--- src/rtl/booth4_pkg.sv ---
// Shared types and helpers for the radix-4 Booth multiplier.
package booth4_pkg;

  // Controller states of the sequential multiplier.
  typedef enum logic [1:0] {
    IDLE,
    RUN,
    DONE
  } booth_state_e;

  // Partial-product selection produced by the Booth recoder.
  typedef enum logic [2:0] {
    ZERO,
    PM,
    P2M,
    NM,
    N2M
  } booth_op_e;

  // Number of radix-4 steps needed to consume a (width+2)-bit extended multiplier.
  function automatic int iter_count(input int width);
    return width / 2 + 1;
  endfunction

endpackage

--- src/rtl/booth4_recoder.sv ---
// Radix-4 Booth recoder: maps a 3-bit multiplier window (two bits plus the
// look-bit below them) to the partial product to accumulate.
module booth4_recoder
  import booth4_pkg::*;
(
  input  logic [2:0] bits_i,
  output booth_op_e  op_o
);

  // Standard Booth table; 000 and 111 contribute nothing.
  always_comb begin
    op_o = ZERO;
    case (bits_i)
      3'b001, 3'b010: op_o = PM;
      3'b011:         op_o = P2M;
      3'b100:         op_o = N2M;
      3'b101, 3'b110: op_o = NM;
      default:        op_o = ZERO;
    endcase
  end

endmodule

--- src/rtl/booth4_multiplier_seq.sv ---
// Sequential radix-4 Booth multiplier, two multiplier bits per clock.
// Produces the exact 2*WIDTH product for signed or unsigned operands, with a
// truncation flag for the low half, a busy flag and a one-cycle ready pulse.
// A new start during a run aborts it and reloads; reset takes priority.
// Optional: define BOOTH4_EARLY_EXIT_EN to finish as soon as the remaining
// multiplier bits are all equal (all further recodes would be zero).
module booth4_multiplier_seq
  import booth4_pkg::*;
#(
  parameter int WIDTH = 32
)
(
  input  logic             clock,
  input  logic             reset,
  input  logic             ctrl_MULT,
  input  logic             ctrl_signed,
  input  logic [WIDTH-1:0] data_operandA,
  input  logic [WIDTH-1:0] data_operandB,
  output logic [WIDTH-1:0] data_result,
  output logic [WIDTH-1:0] data_result_hi,
  output logic             data_exception,
  output logic             data_resultRDY,
  output logic             busy
);

  localparam int ITER = iter_count(WIDTH);
  localparam int CW   = $clog2(ITER + 1);
  localparam int AW   = WIDTH + 4;      // accumulator
  localparam int MW   = WIDTH + 3;      // extended multiplier plus look-bit
  localparam int PW   = AW + MW;        // shifted {accumulator, multiplier} pair

  booth_state_e     state_q;
  logic [WIDTH+1:0] mcand_q;
  logic [MW-1:0]    mplier_q;
  logic [AW-1:0]    acc_q;
  logic [CW-1:0]    count_q;
  logic             signed_q;

  booth_op_e        op;
  logic [AW-1:0]    m_sext;
  logic [AW-1:0]    addend;
  logic             carry_in;
  logic [AW-1:0]    acc_sum;
  logic [PW-1:0]    step_pair;
  logic [PW-1:0]    final_pair;
  logic             last_d;
  logic [2*WIDTH-1:0] prod_d;
  logic [WIDTH-1:0] prod_hi_d;
  logic [WIDTH-1:0] prod_lo_d;
  logic             exc_d;
  logic             unused_pair_bits;

  booth4_recoder u_recoder (
    .bits_i (mplier_q[2:0]),
    .op_o   (op)
  );

  // Select the partial product; negation is inversion plus a carry-in.
  always_comb begin
    m_sext   = {{2{mcand_q[WIDTH+1]}}, mcand_q};
    addend   = '0;
    carry_in = 1'b0;
    case (op)
      PM:  addend = m_sext;
      P2M: addend = {m_sext[AW-2:0], 1'b0};
      NM: begin
        addend   = ~m_sext;
        carry_in = 1'b1;
      end
      N2M: begin
        addend   = ~{m_sext[AW-2:0], 1'b0};
        carry_in = 1'b1;
      end
      default: addend = '0;
    endcase
    acc_sum = acc_q + addend + {{(AW-1){1'b0}}, carry_in};
  end

  assign step_pair = $signed({acc_sum, mplier_q}) >>> 2;

`ifdef BOOTH4_EARLY_EXIT_EN
  // Arithmetic-shifted copy of the multiplier: its low bits are the bits not
  // yet consumed and its upper bits replicate their sign, so "remaining bits
  // all equal" is simply all-zeros or all-ones.
  logic [MW-1:0] brem_q;
  logic          early_exit;
  logic [CW:0]   shamt;
  logic [PW-1:0] exit_pair;

  assign early_exit = (&brem_q) | ~(|brem_q);
  assign shamt      = (CW+1)'(2 * (ITER - int'(count_q)));
  assign exit_pair  = $signed({acc_q, mplier_q}) >>> shamt;
  assign final_pair = early_exit ? exit_pair : step_pair;
  assign last_d     = early_exit | (count_q == CW'(ITER - 1));

  // Track the unconsumed multiplier bits alongside the main datapath.
  always_ff @(posedge clock) begin
    if (reset) begin
      brem_q <= '0;
    end else if (ctrl_MULT) begin
      brem_q <= {{2{ctrl_signed & data_operandB[WIDTH-1]}}, data_operandB, 1'b0};
    end else if (state_q == RUN) begin
      brem_q <= $signed(brem_q) >>> 2;
    end
  end
`else
  assign final_pair = step_pair;
  assign last_d     = (count_q == CW'(ITER - 1));
`endif

  // The pair holds the full extended product above the leftover look-bit.
  assign prod_d    = final_pair[2*WIDTH:1];
  assign prod_hi_d = prod_d[2*WIDTH-1:WIDTH];
  assign prod_lo_d = prod_d[WIDTH-1:0];
  assign exc_d     = signed_q ? (prod_hi_d != {WIDTH{prod_lo_d[WIDTH-1]}})
                              : (|prod_hi_d);
  assign unused_pair_bits = ^{final_pair[PW-1:2*WIDTH+1], final_pair[0]};

  // Controller, datapath registers and registered outputs.
  always_ff @(posedge clock) begin
    if (reset) begin
      state_q        <= IDLE;
      mcand_q        <= '0;
      mplier_q       <= '0;
      acc_q          <= '0;
      count_q        <= '0;
      signed_q       <= 1'b0;
      busy           <= 1'b0;
      data_resultRDY <= 1'b0;
      data_result    <= '0;
      data_result_hi <= '0;
      data_exception <= 1'b0;
    end else begin
      data_resultRDY <= 1'b0;
      if (ctrl_MULT) begin
        // Start from any state; an operation in flight is discarded.
        state_q  <= RUN;
        busy     <= 1'b1;
        mcand_q  <= {{2{ctrl_signed & data_operandA[WIDTH-1]}}, data_operandA};
        mplier_q <= {{2{ctrl_signed & data_operandB[WIDTH-1]}}, data_operandB, 1'b0};
        acc_q    <= '0;
        count_q  <= '0;
        signed_q <= ctrl_signed;
      end else begin
        case (state_q)
          RUN: begin
            acc_q    <= final_pair[PW-1:MW];
            mplier_q <= final_pair[MW-1:0];
            count_q  <= count_q + 1'b1;
            if (last_d) begin
              state_q        <= DONE;
              busy           <= 1'b0;
              data_resultRDY <= 1'b1;
              data_result    <= prod_lo_d;
              data_result_hi <= prod_hi_d;
              data_exception <= exc_d;
            end
          end
          DONE:    state_q <= IDLE;
          default: state_q <= IDLE;
        endcase
      end
    end
  end

endmodule

--- config.mk ---
export PLATFORM = sky130hd
export DESIGN_NAME = booth4_multiplier_seq
export DESIGN_NICKNAME = d
export VERILOG_FILES = /design/src/rtl/booth4_pkg.sv /design/src/rtl/booth4_recoder.sv /design/src/rtl/booth4_multiplier_seq.sv
export SDC_FILE = /design/constraint.sdc
export NUM_CORES = 1
export LEC_CHECK = 0
export CAP_MARGIN = 10
export CORE_UTILIZATION = 50
export DETAILED_ROUTE_END_ITERATION = 16
export PLACE_DENSITY = 0.84
export SLEW_MARGIN = 10
export SYNTH_ARGS = -nofsm -noshare
export SYNTH_HDL_FRONTEND = slang
export SYNTH_HIERARCHICAL = 1
export SYNTH_SLANG_ARGS = --single-unit
--- constraint.sdc ---
create_clock -name clock -period 4.4 [get_ports clock]
set_input_delay 1.32 -clock clock [delete_from_list [all_inputs] [get_ports clock]]
set_output_delay 1.32 -clock clock [all_outputs]
set_load 0.05 [all_outputs]
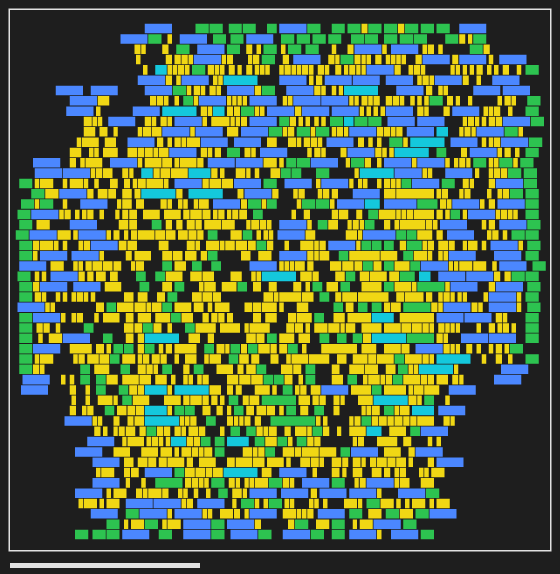
*Placed cells, one colour a class, run 1*
Bar = 50 um.
Yellow is combinational and other logic, cells 1043. Cyan is clock drivers and dummy loads, cells 32. Green is remaining buffers and delay cells, cells 254. Blue is sequential cells, cells 177.

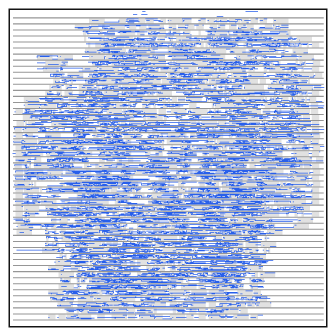
*Signal wires on met1, run 1*
Supply wires on this layer in grey.
The wires run mostly horizontal. 1479 nets have wire on it. The layer holds 43% of the routed length.

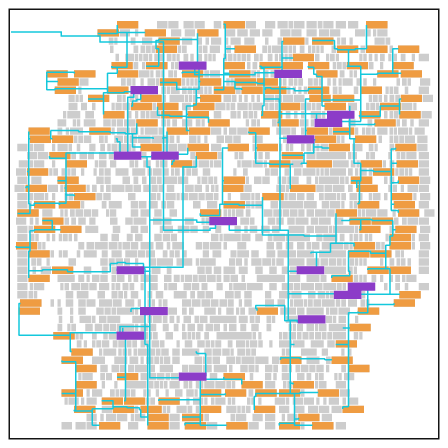
*Clock distribution, run 1*
Orange is flip-flops, count 177. Cyan is clock wires, length 2220 um. Purple is clock drivers, count 17.
Position of the flops: widely spread. There are 18 routed clock nets.

==> flow_metrics.tcl, run 1 <==
# implementation run metrics
set metrics [dict create \
    yosys_cells 1320 \
    cap_viol_max_count 0 \
    cpLargestDelayFamily "AND-OR/OR-AND gates" \
    maxSlewViolCount 0 \
    powerDensity_nw_per_um2 303 \
    ios 135 \
    fp_nets 1425 \
    core_um2 19000 \
    clk_path_buf_depth 2 \
    p_clk_frac 0.396 \
    die_h_um 142 \
    violations "negative setup slack" \
    ys_sh_aoi 0.251 \
    cp.required_ns 4.73 \
    rsz0062_at_grt "yes" \
    cts.sinks 177 \
    fin_setup_tns_ns -0.0469 \
    ctsHtreeMaxLevel 4 \
    top_usage_layer "met2" \
    ys_area_um2 9840 \
    worst-path-buf-inv 2 \
    post_drt_via_cell_ratio 5.89 \
    vdd_drop_max_mv 0.296 \
    finalInstanceArea_um2 12900 \
    area_delta_synth_final_pct 31.4 \
    antenna_found_initial 0 \
    ys_seq_frac 0.360 \
    sw_frac_of_total 0.305 \
    place_inst 1724 \
    fin_skew_ns 0.0145 \
    wl_per_cell_um 17.0 \
    fin_cells 1766 \
    synth_adder_area_share 0.0486 \
    dp.final_hpwl_um 20500 \
    setup_viol 1 \
    setup_slack_ns -0.0469 \
    ant_nets 0 \
    crit_arrival_ns 4.77 \
    totalWireLength_um 29900 \
    drc_errors 0 \
    ff_type "dfxtp_1" \
    simple_gate_area_frac 0.229 \
    met3_usage 0.0464 \
    finalClockPeriodUsage 1.01 \
    grt-ovfl-total 0 \
    synthTopCellsByArea "dfxtp_1 (36%), a21oi_1 (12%), nand2_1 (10%)" \
    p_leak_nw 5.00 \
    placementRows 50 \
    met2_usage 0.481 \
    die_w_um 142 \
    muxShareOfSynthArea 0.0368 \
    min_period_ns 4.45 \
    grt_start_max_net_pins 72 \
    max_freq_mhz 225 \
    edf_count 0 \
    synthArstFlopShare 0 \
    vias 10400 \
    clk_latency_ns 0.45 \
    yosysTopAreaCell "dfxtp_1" \
    p_seq_frac 0.432 \
    yosysUniqueCellTypes 86 \
    worstMarginPinSlew_ns 0.858 \
    syn_area_um2 9840 \
    status "complete, but fails checks" \
    drt_iter0_markers 966 \
    ys_warn_count 6 \
    register_area_um2 3550 \
    die_area_um2 20200 \
    tool_warnings 28 \
    first_global_vias 9597 \
    initial_core_util 0.517 \
    xor_share 0.0258 \
    critPathCaptureType "flop" \
    ys_ff 177 \
    ys_top_logic_family "AND-OR/OR-AND gates" \
    switchingPower_mw 1.20 \
    final.fill_count 1504 \
    hold_class "reg -> reg" \
    drive_above_1_share 0.145 \
    n_antenna_cell 0 \
    critPathKind "reg -> reg" \
    comb_area_um2 6040 \
    place_congestion 0.968 \
]
==> run 1: cell type report <==
cell class,count,area share
multi-input combinational,1027,0.467
clock buffer,17,0.0329
inverter,16,0.00465
sequential,177,0.275
timing repair buffer,254,0.181
clock inverter,15,0.0141
tap,260,0.0252
==> run 1: placed cells by master (no fill, tap or decap), drive strengths merged, types with 4 or more instances in the layout <==
master	synthesis	layout
clkdlybuf4s50	0	132
a21oi	230	230
clkbuf	72	18
inv	16	23
a31oi	6	6
a21o	16	16
ha	35	35
buf	28	120
a2111oi	4	4
o21ai	23	23
nand4	14	14
and2	7	7
a211oi	10	10
xnor2	16	16
or4	7	7
nand2	271	271
and3	8	8
nor2	150	150
o22ai	34	34
o21a	8	8
nand2b	4	4
nor3	10	10
dfxtp	177	177
nor2b	7	7
or3	8	8
mux2i	35	35
nor4	6	6
clkinv	0	7
xor2	13	13
a22oi	34	34
a211o	4	4
nand3	14	14
==> run 1: path summary, 6_finish.rpt <==
kind	from	to	slack, ns	depth (start not counted)
min reg2reg	data_result[4]$_SDFFE_PP0P_	data_result[4]$_SDFFE_PP0P_	0.45	2
max	mplier_q[0]$_SDFFE_PP0P_	data_exception$_SDFFE_PP0P_	-0.05	18
min	data_result[4]$_SDFFE_PP0P_	data_result[4]$_SDFFE_PP0P_	0.45	2
max reg2reg	mplier_q[0]$_SDFFE_PP0P_	data_exception$_SDFFE_PP0P_	-0.05	18
==> run 1: state kept, by name, summed over array words and instances (netlist names) <==
signal,cells
mplier_q,35
acc_q,34
mcand_q,33
data_result,32
data_result_hi,32
count_q,5
state_q,2
busy,1
data_exception,1
data_resultRDY,1
signed_q,1
==> run 1: cells by family after synthesis <==
logic type / Yosys count
fa+ha+maj: 37
compound gates: 404
buf+inv: 116
mux: 36
flops: 177
xor+xnor: 29
simple gates: 521
==> run 1: metal layers <==
metal | share of wire | vias to the layer above | wire length, um
met3 | 0.063 | 77 | 1900
met1 | 0.43 | 4923 | 12900
li1 | - | 4989 | -
met2 | 0.47 | 411 | 14000
met5 | 0 | - | 0
met4 | 0.037 | 0 | 1120
==> run 1: power by group through the flow <==
| stage | combinational (mW) | clock [mW] | sequential, mW |
|---|---|---|---|
| CTS | 0.643 | 1.57 | 1.69 |
| global placement | 0.610 | 0 | 1.73 |
| detailed placement | 0.621 | 0 | 1.73 |
| finish | 0.673 | 1.55 | 1.69 |
| floorplan | 0.396 | 0 | 1.72 |
| global route | 0.726 | 1.63 | 1.70 |
==> run 1: per-stage QoR <==
| stage | hold slack (ns) | power, mW | setup WS [ns] |
|---|---|---|---|
| 6_report | 0.454 | 3.92 | -0.0469 |
| 5_1_grt | 0.473 | 4.06 | -0.255 |
| 4_1_cts | 0.457 | 3.90 | 0.00743 |
| 3_5_place_dp | 0.446 | 2.35 | -0.0759 |
| 3_3_place_gp | 0.441 | 2.34 | 0.0333 |
| 2_1_floorplan | 0.436 | 2.11 | 0.0196 |
==> run 1: timing repair <==
action,4_1_cts,5_1_grt
pin swaps,10,12
endpoints found under the setup margin,1,1
buffers inserted,4,4
resized,16,17
cloned,1,1
==> run 2, diff against run 1 <==
--- a/config.mk
+++ b/config.mk
@@ -9,6 +9,7 @@
 export CORE_UTILIZATION = 50
 export DETAILED_ROUTE_END_ITERATION = 16
 export PLACE_DENSITY = 0.84
+export RECOVER_POWER = 50
 export SLEW_MARGIN = 10
 export SYNTH_ARGS = -nofsm -noshare
 export SYNTH_HDL_FRONTEND = slang
==> run 2 against run 1 <==
  * The run ends with max-capacitance violations, max-slew violations, negative setup slack left
  * Worst hold slack about the same
  * Non-clock buffer count unchanged
  * Setup slack improved by 0.0028 ns
  * Via count decreased by 0.15%
  * Die size unchanged
  * Global-route usage unchanged
  * Sequential power about the same
  * Fmax about the same
  * Clock skew increased by 0.0016 ns
  * Final area decreased by 0.14%
  * Critical endpoint unchanged
  * Flip-flop count unchanged
==> flow_metrics.tcl, run 2 <==
# implementation run metrics
set metrics [dict create \
    status "complete, but fails checks" \
    violations "max-capacitance violations, max-slew violations, negative setup slack" \
    synthTopCellsByArea "dfxtp_1 (36%), a21oi_1 (12%), nand2_1 (10%)" \
    die_h_um 142 \
    sw_frac_of_total 0.306 \
    grt-ovfl-total 0 \
    setup_slack_ns -0.0441 \
    setup_viol 1 \
    rsz0062_at_grt "yes" \
    fp_nets 1425 \
    place_congestion 0.968 \
    cp.required_ns 4.72 \
    edf_count 0 \
    cts_hold_buf 0 \
    synth_adder_area_share 0.0486 \
    finalInstanceArea_um2 12900 \
    intPower_mw 2.72 \
    p_leak_nw 5.01 \
    tool_warnings 28 \
    clk_path_buf_depth 2 \
    ys_area_um2 9840 \
    vdd_drop_max_mv 0.295 \
    switchingPower_mw 1.20 \
    grt_use_total 0.294 \
    met3_usage 0.0464 \
    fin_skew_ns 0.0161 \
    initial_core_util 0.517 \
    slowest_stage "or4_4" \
    ctsHtreeMaxLevel 4 \
    totalWireLength_um 29900 \
    top_regs "mplier_q (35), acc_q (34), mcand_q (33)" \
    critPathMaxFanout 4 \
    simple_gate_area_frac 0.229 \
    p_comb_frac 0.171 \
    cts.sinks 177 \
    p_clk_frac 0.397 \
    path_clk_slew_ns 0.08 \
    worstMarginPinSlew_ns 2.08 \
    wl_per_cell_um 16.9 \
    yosys_cells 1320 \
    crit_arrival_ns 4.77 \
    cp_common_cell "fa_2" \
    core_um2 19000 \
    clk_latency_ns 0.45 \
    p_seq_frac 0.432 \
    cap_viol_max_count 1 \
    cts_tree "built" \
    syn_inst 1320 \
    critPathKind "reg -> reg" \
    ant_nets 0 \
    hold_viol_final 0 \
    clockRootBuffer "clkbuf_16" \
    top_usage_layer "met2" \
    ff_type "dfxtp_1" \
    ys_sh_aoi 0.251 \
    maxSlewViolCount 51 \
    xor_share 0.0258 \
    top_cell_area_share 0.360 \
    max_freq_mhz 225 \
    io_buffers 134 \
    min_path_cells 2 \
    ys_ff 177 \
    yosysTopAreaCell "dfxtp_1" \
    dp.final_hpwl_um 20500 \
    muxShareOfSynthArea 0.0368 \
    start_kind "flop" \
    ys_seq_frac 0.360 \
    post_drt_via_cell_ratio 5.88 \
    die_w_um 142 \
    n_antenna_cell 0 \
    syn_area_um2 9840 \
    hold_class "reg -> reg" \
    reg2reg_depth 18 \
    final_common_cell "nand2_1" \
    drc_errors 0 \
    drt_iter0_markers 1103 \
    critPathCaptureType "flop" \
    grt_pass1_wl_um 47400 \
    common_cells "nand2_1 (271), a21oi_1 (229), dfxtp_1 (177), nor2_1 (150), clkbuf_1 (70)" \
    powerDensity_nw_per_um2 304 \
    area_delta_synth_final_pct 31.2 \
    finalClockPeriodUsage 1.01 \
    slew_headroom -0.387 \
    p_total_mw 3.92 \
    vias 10400 \
    met2_usage 0.481 \
    min_period_ns 4.44 \
    use_met1 0.378 \
    largest_reg_flops 35 \
    die_area_um2 20200 \
    drt_pass1_iterations 5 \
    critPathMaxStageDelay_ns 0.54 \
    post_dp_cell_area_um2 12000 \
    yosysUniqueCellTypes 86 \
    regMostFlops "mplier_q" \
    placementRows 50 \
    final_cell_mix "nand2_1 (270), a21oi_1 (227), dfxtp_1 (175), nor2_1 (149), clkdlybuf4s50_1 (127)" \
    nNetsFinal 1598 \
    ys_warn_count 6 \
    drive_above_1_share 0.143 \
    ys_top_logic_family "AND-OR/OR-AND gates" \
    ios 135 \
    antenna_found_initial 0 \
    syn_avg_cell_area_um2 7.45 \
    cts_buffers 17 \
    synthArstFlopShare 0 \
    grt_start_max_net_pins 72 \
    yosysMostFrequentCell "nand2_1" \
    cp_cell_sequence "xor2_4, a21o_4, buf_6, nor2_4, a22oi_2, fa_2, inv_1, fa_2, a21o_1, a221oi_4, o22ai_2, or3_4, a211o_1, nor4b_2, nand4_1, or4_4, o41ai_2, a31oi_1" \
    first_global_vias 9597 \
]
run 2: path summary, 6_finish.rpt:
check                                                      from                               to  slack [ns]
worst max-delay path                   mplier_q[0]$_SDFFE_PP0P_      data_exception$_SDFFE_PP0P_       -0.04
worst max register to register         mplier_q[0]$_SDFFE_PP0P_      data_exception$_SDFFE_PP0P_       -0.04
worst min-delay path            data_result_hi[13]$_SDFFE_PP0P_  data_result_hi[13]$_SDFFE_PP0P_        0.45
worst min register to register  data_result_hi[13]$_SDFFE_PP0P_  data_result_hi[13]$_SDFFE_PP0P_        0.45
run 2: per-layer routing:
metal | up-vias | part of all wire
met5 | - | 0
met4 | 0 | 0.037
met3 | 81 | 0.061
met2 | 392 | 0.47
met1 | 4920 | 0.43
li1 | 4991 | -
run 2: power groups by stage:
stage                     Clock, mW  Combinational [mW]  Sequential (mW)
after floorplan                   0               0.396             1.72
after global placement            0               0.610             1.73
after detailed placement          0               0.621             1.73
after CTS                      1.57               0.643             1.69
after global routing           1.63               0.726             1.70
final                          1.56               0.673             1.69
run 2: worst max-delay path: cells and delay by family (launching register included):
| kind | cells | cell delay, ns |
|---|---|---|
| DFF | 1 | 0.40 |
| AOI/OAI and AO/OA | 8 | 1.68 |
| and+or+nand+nor | 5 | 1.28 |
| xor gates and xnor gates | 1 | 0.19 |
| adders and majority gates | 2 | 0.59 |
| buffers and inverters | 2 | 0.18 |
run 2: area by class of cell:
type	count	area [um2]
fill	1511	6110
multi-input combinational	1027	6030
sequential	177	3550
timing repair buffer	254	2330
clock buffer	17	425
tap	260	325
clock inverter	15	183
inverter	16	60.1
run 2: cells by family (layout without fill, tap and decap cells):
logic type	after synthesis	in the layout
muxes	36	36
buffers and inverters	116	302
xor gates and xnor gates	29	29
AOI/OAI and AO/OA	404	404
DFF	177	177
and+or+nand+nor	521	521
adders and majority gates	37	37
run 2: through the flow:
step | std cells | setup TNS, ns | worst slack (ns) | hold WS, ns | utilization
CTS | 1761 | 0 | 0.00743 | 0.457 | 0.672
global route | 1766 | -0.264 | -0.255 | 0.473 | 0.679
finish | 1766 | -0.0441 | -0.0441 | 0.454 | 0.679
global placement | 1724 | 0 | 0.0333 | 0.441 | 0.632
floorplan | 1320 | 0 | 0.0196 | 0.436 | -
detailed placement | 1724 | -0.0759 | -0.0759 | 0.446 | 0.632
run 2: repair_timing:
| action | CTS | global route |
|---|---|---|
| gates cloned | 1 | 1 |
| pin swaps | 10 | 12 |
| setup buffers | 4 | 4 |
| endpoints found under the setup margin | 1 | 1 |
| resized | 16 | 17 |
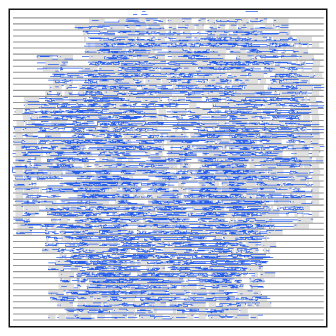
*Signal wires on met1, run 2*
Supply wires on this layer in grey.
1481 nets have wire on it. The wires run mostly horizontal.

Power figures rest on the tool's default switching activity, not on a simulated workload.
